==> config.mk <==
export PLATFORM = sky130hd
export DESIGN_NAME = fp_div_seq_flat
export DESIGN_NICKNAME = d
export VERILOG_FILES = /design/src/rtl/fp_div_pkg.sv /design/src/rtl/fp_div_if.sv /design/src/rtl/fp_div_round.sv /design/src/rtl/fp_div_seq.sv /design/src/flat_wrapper.sv
export SDC_FILE = /design/constraint.sdc
export NUM_CORES = 1
export LEC_CHECK = 0
export CORE_MARGIN = 8
export CORE_UTILIZATION = 45
export DETAILED_ROUTE_END_ITERATION = 8
export GPL_TIMING_DRIVEN = 0
export PLACE_DENSITY = 0.66
export RECOVER_POWER = 100
export SYNTH_ARGS = -nofsm -noshare
export SYNTH_HDL_FRONTEND = slang
export SYNTH_SLANG_ARGS = --single-unit
==> constraint.sdc <==
create_clock -name CLK -period 6.6 [get_ports CLK]
set_input_delay 1.65 -clock CLK [delete_from_list [all_inputs] [get_ports CLK]]
set_output_delay 1.65 -clock CLK [all_outputs]
set_load 0.02 [all_outputs]
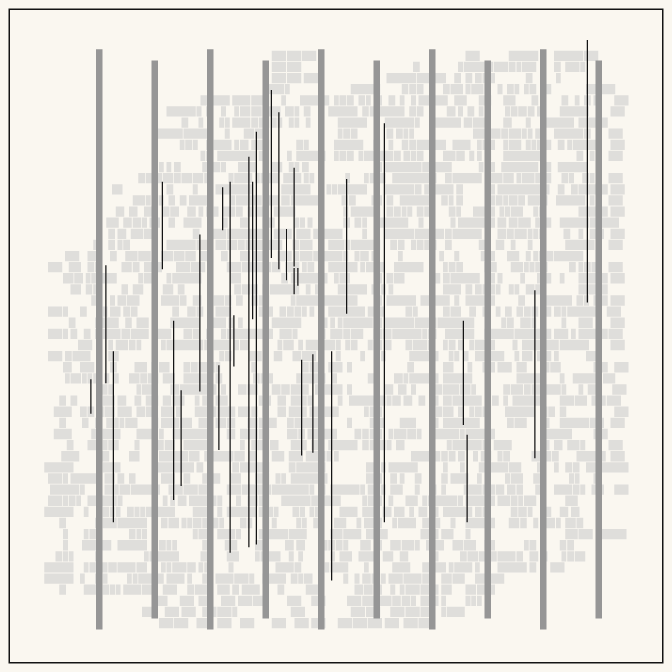
(images/layer_met4.png)
Supply wires on this layer in grey. Cells faint in the background.
nets with wire on the layer	23
share of all routed wire	3.7%
final WL: 29,440 µm
routed vias: 9,404

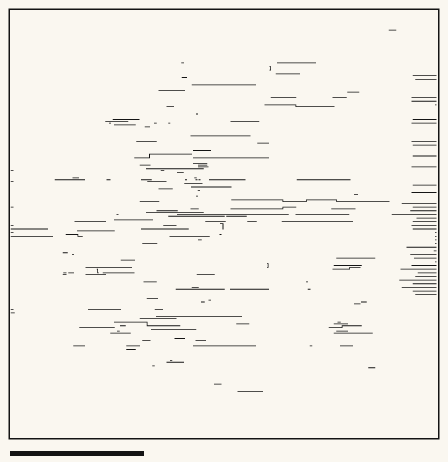
(images/layer_met3.png)
Scale bar: 50 µm.
longest straight run	41.4 µm
nets with wire on the layer	142
GR Util met3: 4.343%

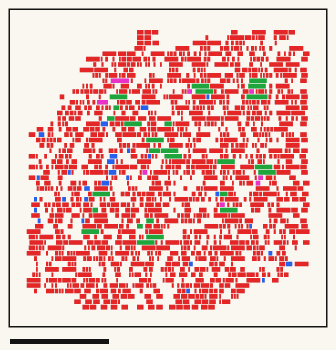
(images/sizes.png)
Scale bar: 50 µm.
colour	size	cells	share
blue	_2 cells	27	1.9%
green	_6 and larger	26	1.9%
magenta	_3 and _4 cells	8	0.58%
red	_0 and _1 cells	1,325	96%
Buffers excl. clock: 177
final critical-path setup slack: 0.5322 ns
Finished Cell Area: 0.01122 mm²
synth-to-layout area growth: 21.19%

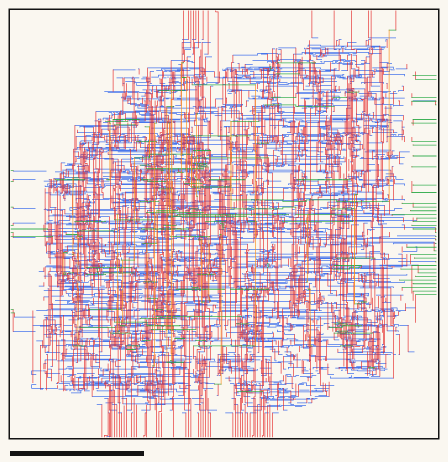
(images/wires.png)
Scale bar: 50 µm.
colour	layer	wire length
blue	metal 1	13,100 µm
green	metal 3	1,430 µm
orange	metal 4	1,080 µm
red	metal 2	13,800 µm
WL per Instance: 17.78 µm
GR Util All Layers: 22.88%

==> qor.csv <==
metric,value,unit
gr ovfl total,0,
Fill cells,1963,
Die ar.,0.02542,mm²
Logic area,0.005929,mm²
maximum vdd drop,0.2773,mV
number of synthesized flops with an enable pin,0,
final period utilization,91.94,%
Root Driver,clkbuf_16,
Final Instance Count excl. Fillers,1656,
seq pwr,1.01,mW
main logic family after synthesis,AND-OR/OR-AND gates,
Max H-tree Level,4,
FF/Latch Area,0.002703,mm²
Mean Syn Cell Area,7.426,µm²
DR pass1 iterations,5,
Bufs and invs on worst path,4,
Top pwr grp,combinational logic,
PortBufs,107,
"Compound Share, Synth",23.86,%
outcome,finished clean,
Iter 0 DRT Violations,673,
ANT cells,0,
Comb group,1.81,mW
crit-path max cell delay,0.60,ns
asr flop ratio synth,0,%
switching pwr,1.625,mW
"Seq share, synth",29.19,%
worst-path cell chain,"dlygate4sd3_1, inv_1, ha_1, a2111oi_0, o21ai_0, a211o_1, a221oi_4, inv_1, buf_2, ha_1, ha_1, fa_1, a21o_1, a21oi_1, nor2b_1, o21a_1, nor2_1, xnor2_1, nand2_1, a21oi_1",
worst reg-to-reg setup slack,0.91,ns
largest net degree at the start of global routing,17,
Worst-path clk slew,0.07,ns
CP Max Fanout,10,
Setup-failing EPs final,0,
Clk pwr share,25.3,%
global placer's final weighted congestion,0.9156,
WP depth,20,
R2R cell count,22,
"XOR Share, Synth",5.391,%
Die Width,159.5,µm
CTS buffer count,17,
Post-CTS Setup Repair Bufs,0,
# nets final,1513,
io pins,109,
slowest CP cell,dlygate4sd3_1,
Most Frequent Cell on Critical Path,ha_1,
hold_buf cts,0,
number of synthesized register bits,135,
slew margin rel.,9.992,%
Hold Crit Class,flip-flop to flip-flop,
worst-margin pin slew,1.333,ns
Peak Freq,164.8,MHz
max reg flops,26,
Hold WS,0.4463,ns
layout cells sized above 1,4.401,%
first-pass GRT wire length,47730,µm
Max Slew Vio Count,0,
Yosys warning total,0,
crit path DRT,6.96,ns
Top cells excl fill/tap,"159 x nand2_1, 150 x a21oi_1, 135 x dfxtp_1",
Yosys chip area,0.009260,mm²
==> layout make-up <==
class	count	area share, %
repair buffers	107	9.544
inverters	84	2.810
plain buffers	70	2.497
clock buffers	17	3.791
clock inverters	15	1.427
well taps	270	3.010
flip-flops and latches	135	24.08
multi-input cells	958	52.84
==> synthesized netlist by cell type, types with 3 or more instances <==
library cell,count,area (µm²)
mux2_2,6,67.56
clkbuf_1,52,195.2
xor2_1,28,245.2
o221ai_1,3,26.28
o21ai_0,75,375.4
o31a_1,4,35.03
a32oi_1,3,26.28
or2_2,6,37.54
a2bb2oi_1,4,35.03
fa_1,3,60.06
and2_1,8,50.05
nand2_1,159,596.8
dfxtp_1,135,2703
o21a_1,10,75.07
a21oi_1,150,750.7
and3_1,6,37.54
a21o_1,21,157.7
a211oi_1,32,240.2
o211ai_1,4,30.03
o41ai_1,3,26.28
o22ai_1,6,37.54
o31ai_1,3,22.52
nor3_1,21,105.1
nor4_1,26,162.7
a211o_1,3,26.28
clkbuf_2,5,25.02
buf_1,3,11.26
or3_1,5,31.28
nor2b_1,12,75.07
a31oi_1,6,37.54
a221oi_1,3,26.28
mux2i_1,20,200.2
nor2_1,110,412.9
nand2b_1,12,75.07
inv_1,82,307.8
xnor2_1,29,254.0
nand3_1,49,245.2
buf_2,8,40.04
nand4_1,22,137.6
ha_1,68,850.8
==> per-layer routing <==
metal | track usage, % | wire length (µm)
met5 | 0 | 0
met1 | 27.97 | 13120
met4 | 10.46 | 1075
met3 | 4.343 | 1434
met2 | 38.33 | 13810
==> worst min-delay path, stage by stage (launching register included) <==
cell     delay, ns
dfxtp_1       0.31
nand2_1       0.05
a21oi_1       0.05
Power is estimated from default activity; no workload was simulated.
